===== src/rtl/out_vc_alloc_pkg.sv =====
// out_vc_alloc_pkg
// Shared router constants used by the output-VC allocator and its arbiter:
// the default number of output VCs per port, the downstream buffer depth in
// flits, the flit-type encoding and a small width helper.
package out_vc_alloc_pkg;

    localparam int OVA_NUM_OVC    = 4;
    localparam int OVA_CREDIT_MAX = 4;

    typedef enum logic [1:0] {
        FLIT_HEAD     = 2'd0,
        FLIT_BODY     = 2'd1,
        FLIT_TAIL     = 2'd2,
        FLIT_HEADTAIL = 2'd3
    } flit_type_e;

    // Index width that never collapses to zero bits for single-entry sets.
    function automatic int idx_width(input int n);
        return (n <= 1) ? 1 : $clog2(n);
    endfunction

endpackage


===== src/rtl/out_vc_alloc_rr_arbiter.sv =====
// rr_arbiter
// Combinational round-robin arbiter. The search starts at ptr and moves
// upward, wrapping from N-1 to 0; the first asserted request wins.
// Ports:
//   req   in  N   request vector
//   ptr   in  PW  highest-priority position for this search
//   gnt   out N   one-hot winner (all zero when nothing requests)
//   idx   out PW  winner index
//   valid out 1   at least one request present
module rr_arbiter
    import out_vc_alloc_pkg::*;
#(
    parameter int N  = 20,
    parameter int PW = idx_width(N)
) (
    input  logic [N-1:0]  req,
    input  logic [PW-1:0] ptr,
    output logic [N-1:0]  gnt,
    output logic [PW-1:0] idx,
    output logic          valid
);

    int pos;

    always_comb begin
        gnt   = '0;
        idx   = '0;
        valid = 1'b0;
        pos   = 0;
        for (int k = 0; k < N; k++) begin
            pos = int'(ptr) + k;
            if (pos >= N) pos = pos - N;
            if (!valid && req[pos]) begin
                valid    = 1'b1;
                gnt[pos] = 1'b1;
                idx      = PW'(pos);
            end
        end
    end

endmodule


===== src/rtl/out_vc_alloc.sv =====
// out_vc_alloc
// Output-port VC allocator with per-OVC credit tracking. Each cycle at most
// one waiting input VC is granted the lowest-index free output VC, chosen
// round-robin among requesters. Credits are counted per output VC and
// saturate at 0 / CREDIT_MAX; any protocol violation sets a sticky error.
// Ports:
//   clk, rst                 clock, synchronous active-high reset
//   req           in  NUM_REQ  input VCs waiting for this output port
//   grant         out NUM_REQ  registered one-hot grant (one cycle)
//   grant_vc      out OW       output VC handed out with grant
//   release_valid/release_vc   tail flit freed an output VC
//   dec_valid/dec_vc           flit sent downstream (consumes a credit)
//   inc_valid/inc_vc           credit returned from downstream
//   credit_cnt    out NUM_OVC*CW  per-OVC counts, OVC i at [i*CW +: CW]
//   ovc_busy      out NUM_OVC  output VC currently owned by a packet
//   credit_err    out 1        sticky protocol error
module out_vc_alloc
    import out_vc_alloc_pkg::*;
#(
    parameter int NUM_REQ    = 20,
    parameter int NUM_OVC    = OVA_NUM_OVC,
    parameter int CREDIT_MAX = OVA_CREDIT_MAX,
    parameter int CW         = $clog2(CREDIT_MAX + 1),
    parameter int OW         = idx_width(NUM_OVC)
) (
    input  logic                  clk,
    input  logic                  rst,
    input  logic [NUM_REQ-1:0]    req,
    output logic [NUM_REQ-1:0]    grant,
    output logic [OW-1:0]         grant_vc,
    input  logic                  release_valid,
    input  logic [OW-1:0]         release_vc,
    input  logic                  dec_valid,
    input  logic [OW-1:0]         dec_vc,
    input  logic                  inc_valid,
    input  logic [OW-1:0]         inc_vc,
    output logic [NUM_OVC*CW-1:0] credit_cnt,
    output logic [NUM_OVC-1:0]    ovc_busy,
    output logic                  credit_err
);

    localparam int PW = idx_width(NUM_REQ);

    logic [PW-1:0]      rr_ptr;
    logic [CW-1:0]      credit_q   [NUM_OVC];
    logic [CW-1:0]      credit_nxt [NUM_OVC];
    logic [NUM_OVC-1:0] busy_nxt;
    logic [NUM_REQ-1:0] eligible;
    logic [NUM_REQ-1:0] arb_gnt;
    logic [PW-1:0]      arb_idx;
    logic               arb_valid;
    logic [OW-1:0]      cand;
    logic               any_free;
    logic               alloc;
    logic               rel_err;
    logic               cred_err;
    logic               inc_hit;
    logic               dec_hit;

    // A requester granted last cycle still shows req this cycle; masking it
    // keeps it from being granted a second OVC for the same packet.
    assign eligible = req & ~grant;

    rr_arbiter #(
        .N  (NUM_REQ),
        .PW (PW)
    ) u_arb (
        .req   (eligible),
        .ptr   (rr_ptr),
        .gnt   (arb_gnt),
        .idx   (arb_idx),
        .valid (arb_valid)
    );

    // Lowest-index free OVC; scanning downward lets the lowest index win.
    always_comb begin
        cand     = '0;
        any_free = 1'b0;
        for (int i = NUM_OVC - 1; i >= 0; i--) begin
            if (!ovc_busy[i]) begin
                cand     = OW'(i);
                any_free = 1'b1;
            end
        end
    end

    assign alloc = arb_valid && any_free;

    // The candidate was chosen from pre-release busy, so a freed OVC only
    // becomes allocatable on the following edge.
    always_comb begin
        busy_nxt = ovc_busy;
        rel_err  = 1'b0;
        if (release_valid) begin
            if (int'(release_vc) >= NUM_OVC || !ovc_busy[release_vc]) begin
                rel_err = 1'b1;
            end else begin
                busy_nxt[release_vc] = 1'b0;
            end
        end
        if (alloc) busy_nxt[cand] = 1'b1;
    end

    // Simultaneous inc and dec on one OVC cancel out before any limit check.
    always_comb begin
        credit_nxt = credit_q;
        cred_err   = 1'b0;
        inc_hit    = 1'b0;
        dec_hit    = 1'b0;
        if (inc_valid && int'(inc_vc) >= NUM_OVC) cred_err = 1'b1;
        if (dec_valid && int'(dec_vc) >= NUM_OVC) cred_err = 1'b1;
        for (int i = 0; i < NUM_OVC; i++) begin
            inc_hit = inc_valid && (inc_vc == OW'(i));
            dec_hit = dec_valid && (dec_vc == OW'(i));
            if (inc_hit && !dec_hit) begin
                if (credit_q[i] == CW'(CREDIT_MAX)) cred_err = 1'b1;
                else credit_nxt[i] = credit_q[i] + 1'b1;
            end else if (dec_hit && !inc_hit) begin
                if (credit_q[i] == '0) cred_err = 1'b1;
                else credit_nxt[i] = credit_q[i] - 1'b1;
            end
        end
    end

    always_comb begin
        credit_cnt = '0;
        for (int i = 0; i < NUM_OVC; i++) begin
            credit_cnt[i*CW +: CW] = credit_q[i];
        end
    end

    always_ff @(posedge clk) begin
        if (rst) begin
            grant      <= '0;
            grant_vc   <= '0;
            ovc_busy   <= '0;
            rr_ptr     <= '0;
            credit_err <= 1'b0;
            for (int i = 0; i < NUM_OVC; i++) credit_q[i] <= CW'(CREDIT_MAX);
        end else begin
            grant      <= alloc ? arb_gnt : '0;
            ovc_busy   <= busy_nxt;
            credit_q   <= credit_nxt;
            credit_err <= credit_err | rel_err | cred_err;
            if (alloc) begin
                grant_vc <= cand;
                rr_ptr   <= (int'(arb_idx) == NUM_REQ - 1) ? '0 : arb_idx + 1'b1;
            end
        end
    end

endmodule


===== config.mk =====
export PLATFORM = sky130hd
export DESIGN_NAME = out_vc_alloc
export DESIGN_NICKNAME = d
export VERILOG_FILES = /design/src/rtl/out_vc_alloc_pkg.sv /design/src/rtl/out_vc_alloc_rr_arbiter.sv /design/src/rtl/out_vc_alloc.sv
export SDC_FILE = /design/constraint.sdc
export NUM_CORES = 1
export LEC_CHECK = 0
export CAP_MARGIN = 10
export CORE_MARGIN = 2
export CORE_UTILIZATION = 30
export CTS_CLUSTER_DIAMETER = 30
export DETAILED_ROUTE_END_ITERATION = 10
export DONT_BUFFER_PORTS = 1
export GPL_TIMING_DRIVEN = 0
export PLACE_DENSITY_LB_ADDON = 0.15
export SKIP_LAST_GASP = 1
export SYNTH_ARGS = -nofsm -noshare
export SYNTH_HDL_FRONTEND = slang
export SYNTH_SLANG_ARGS = --single-unit

===== constraint.sdc =====
create_clock -name clk -period 5.61 [get_ports clk]
set_input_delay 1.122 -clock clk [delete_from_list [all_inputs] [get_ports clk]]
set_output_delay 1.122 -clock clk [all_outputs]
set_load 0.005 [all_outputs]

Clock distribution:
Scale: 2 px per um.
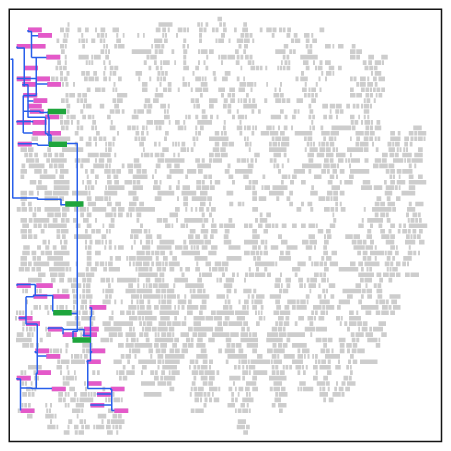
cells driving clock nets: in green, count 5. flip-flops: in magenta, count 44. clock wires: in blue, length 714 um.
Position of the flops: a vertical strip on the left. There are 6 routed clock nets.
clock latency reported for the late side of the worst-skew pair: 0.29 ns
clock tree skew after final layout: 0.006756 ns

Clock nets:
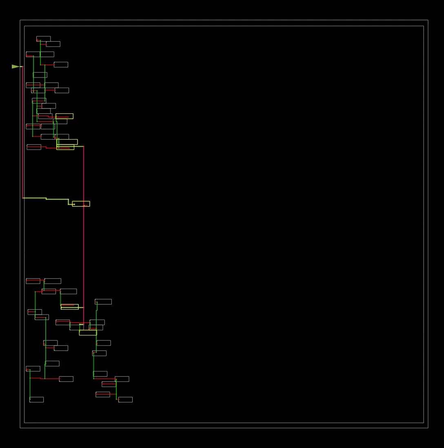
number of CTS-inserted buffers: 5
clock sink count: 44

Signal wires by layer:
Scale: 1 px per um.
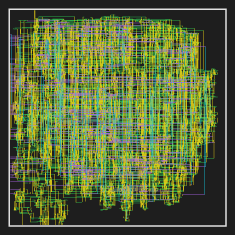
met2: in yellow, wire length 35.5 mm. met1: in green, wire length 33.2 mm. met4: in cyan, wire length 5990 um. met3: in purple, wire length 8650 um.
average wire per cell in the routed design: 30.83 um
total wire length after detailed routing: 83340 um
DR vias: 18040

Signal wires on met3:
Scale: 2 px per um.
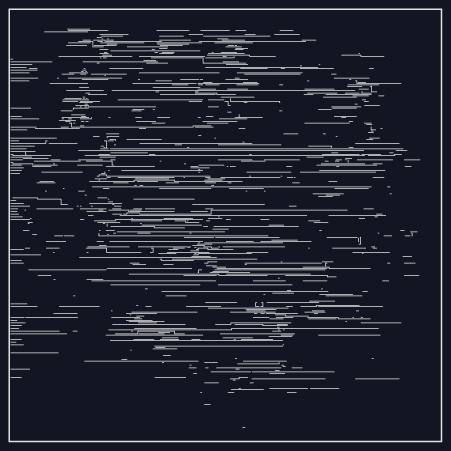
The layer holds 10% of the routed length. The wires run mostly horizontal.

==> summary.txt <==
Results of an implementation run.

The run finished, with violations left. The final reports fail on setup timing. The global-route wire length before repair is 118600 um. Detailed placement ended at an HPWL of 65350 um. The area of the core is 44120 um2. The H-tree depth reported by CTS is 2. By area the synthesized netlist is led by sky130_fd_sc_hd__ha_1 (8.4%), sky130_fd_sc_hd__dfxtp_1 (6.6%), sky130_fd_sc_hd__nand2_1 (6.3%), sky130_fd_sc_hd__nand3_1 (5.4%), sky130_fd_sc_hd__nor2_1 (4.6%). The data required time reported for the critical path is 5.79 ns. The global route stage reports its total congestion overflow as 0. Cells with a size suffix above 1 make up 26.24% of the layout. Setup repair after global routing could not meet its margin everywhere. Multi-input gates account for 76.08% of the area. The worst stage delay on the critical path is 0.53 ns. The number of cells in Yosys stat is 1960. The number of antenna-violating nets in the routed design is 0. The timing report gives the worst reg2reg path a setup slack of -0.13 ns. Summed over its instances, the top area cell type makes up 8.406% of the synthesized netlist area.

The tool warning count is 77. Per the synth stats, the proportion of register bits with asynchronous set or reset is 0%.

Counting flops with a built-in enable in the synthesized netlist gives 0. The combined flip-flop and latch cell area is 893.4 um2. The worst setup path is launched from a flop. Tap insertion was completed with 592 tapcells. The arrival time at the worst endpoint is 5.92 ns. 1730 cells are multi-input combinational gates. The most common logic cell in the final layout is sky130_fd_sc_hd__nand2_1. In this run the cell area of the synthesized design comes to 13400 um2. For this run, the top clock speed supported by timing is 174.2 MHz. The minimum setup slack in the final design is -0.1321 ns. The report lists the number of standard-cell rows as 77.

TritonRoute reported its final design rule violation total as 0. Counting distinct cell types in the post-synthesis netlist gives 114. The number of buffers added to fix hold violations after cts is 0. For this run, the leading register cell type out of synthesis is sky130_fd_sc_hd__dfxtp_1. The via count of the first global-routing pass is 16950.

The placement summary gives the final routability congestion estimate as 1.026. The average cell area after synthesis is 6.835 um2. The worst-margin pin slew is 1.154 ns.

The initial antenna violation count is 1. After synthesis, flip-flops and latches occupy 6.575% of the total area. The capturing element type of the critical path is a flop. The number of clock buffers in the layout is 5. The area added between synthesis and finish is 31.34%. Summed over all instances, the cell type with the most area after synthesis is sky130_fd_sc_hd__ha_1.

The tool flagged a number of max-cap violations equal to 0. Measured along the x axis, the die boundary spans 215.3 um. By instance count after routing, the leading logic cell types are sky130_fd_sc_hd__nand2_1 (219), sky130_fd_sc_hd__buf_4 (156), sky130_fd_sc_hd__nor2_1 (154). Entering global routing, the biggest net connects 17 pins. The count of warnings emitted by yosys is 0.

The critical-path maximum fanout is 5. The most area-hungry cell class in the final design is combinational gates. Once synthesis finished, the tally of register bits stood at 44.

The core utilization before placement is 30.36%. The start-to-end type of the worst setup path is flop to flop. The count of buffers inserted at the top-level ports is 0. For this block, the initial DRC count from the detailed router was 2303. Per the hold report, the tightest min-delay path originates at grant_vc[0]$_SDFFE_PP0P_. The worst reg-to-reg path cell count is 27.

Post-synthesis, Yosys gives the total cell area as 13400 um2. Of all the cell area in the finished design, non-clock buffers hold 11.89%. The number of max-slew violations in the final report is 0. The timing report attributes the biggest portion of critical-path delay to simple AND/OR/NAND/NOR gates. Per the post-run analysis, buffers plus inverters along the critical path come to 9. The fill cell instance count of the final layout is 4796. OpenSTA lists the critical path endpoint as rr_ptr[3]$_SDFFE_PP0P_. OpenSTA lists the critical path startpoint as rr_ptr[1]$_SDFFE_PP0P_. The final antenna diode count is 0.

The depth of the critical timing path with buffers and inverters included is 27. The clock tree from TritonCTS is built. The synthesized instance count is 1960. Looking at the clock tree report, the root buffer type is sky130_fd_sc_hd__clkbuf_16. For the finished layout, the period the worst path requires is 5.742 ns. At the end of the flow, the number of nets in the layout was 2238.

After detailed routing, the number of vias per cell comes to 6.674. Note that the worst hold path type here is flop to flop. The cell with the most instances on the worst path is sky130_fd_sc_hd__buf_6. The number of sequential cells in the layout is 44.

The detailed-router iteration count before antenna repair is 9. The number of cells on the worst hold path is listed as 2. The number of non-clock buffers is 265. The number of setup violations in the final report is 7.

The chip area is 46360 um2. The final hold violation count recorded for this run is 0. The slowest cell on the critical path is sky130_fd_sc_hd__or4_1. In this run the count of I/O pins placed on the die edge is 70. The endpoint of the worst hold path is reported as grant_vc[0]$_SDFFE_PP0P_.

Summed over all failing endpoints, the final setup total negative slack is -0.1937 ns. The endpoint of the most critical register-to-register path is rr_ptr[3]$_SDFFE_PP0P_. The clock transition time at the flip-flop clock pins of the worst setup and hold paths is 0.06 ns. The area of the multi-input gates is 13390 um2. The layout inverter count without the clock tree is 66. In this run the post-CTS setup repair buffer count came out at 81. The global routing report lists combined usage of all routing layers as 34.40%. The relative slew slack is 23.06%. The number of nets handed over by synthesis was 2086. The longest clock path from root to sink contains 2 buffers.

The flop share of the area is 5.077%. Gates resized during post-CTS repair numbered 315. The beginning of the worst register-to-register path is rr_ptr[1]$_SDFFE_PP0P_. The die is 215.3 um tall.
-- cell usage after synthesis (36+ instances only) --
cell and n:
sky130_fd_sc_hd__a21oi_1 86, sky130_fd_sc_hd__and2_1 36, sky130_fd_sc_hd__a211oi_1 36, sky130_fd_sc_hd__dfxtp_1 44, sky130_fd_sc_hd__clkbuf_1 72, sky130_fd_sc_hd__nor3_1 72
sky130_fd_sc_hd__a31oi_1 57, sky130_fd_sc_hd__nor2_1 165, sky130_fd_sc_hd__ha_1 90, sky130_fd_sc_hd__o21ai_0 86, sky130_fd_sc_hd__o22ai_1 43, sky130_fd_sc_hd__nand2_1 224
sky130_fd_sc_hd__inv_1 50, sky130_fd_sc_hd__nand3_1 145
-- routing by layer --
metal / vias to the layer above / track usage [%] / part of all wire [%]
li1: 7846 / - / -
met1: 8766 / 44.16 / 40
met2: 1155 / 53.53 / 43
met3: 273 / 7.077 / 10
met4: 0 / 19.45 / 7.2
met5: - / 0 / 0
-- flip-flops by register name, summed over array words and instances, names as in the netlist --
register	count
credit_cnt	12
rr_ptr	5
grant	20
ovc_busy	4
credit_err	1
grant_vc	2
-- cells by family after synthesis --
family | synth area share (%)
DFF | 6.575
and+or+nand+nor | 35.79
buffers and inverters | 6.314
muxes | 5.725
xor gates and xnor gates | 3.642
AOI/OAI and AO/OA | 32.80
adders and majority gates | 9.153
-- per-stage QoR --
step | hold slack (ns) | cells | area (um2) | util (%) | setup WS, ns
final | 0.5261 | 2703 | 17600 | 39.88 | -0.1321
after global routing | 0.5791 | 2703 | 17600 | 39.88 | -0.2769
after CTS | 0.5384 | 2632 | 16450 | 37.29 | 0.001440
after detailed placement | 0.5214 | 2554 | 14250 | 32.29 | -2.498
after global placement | 0.5130 | 2552 | 14230 | 32.24 | -2.792
after floorplan | 0.4786 | 1960 | 13490 | - | 0.002095
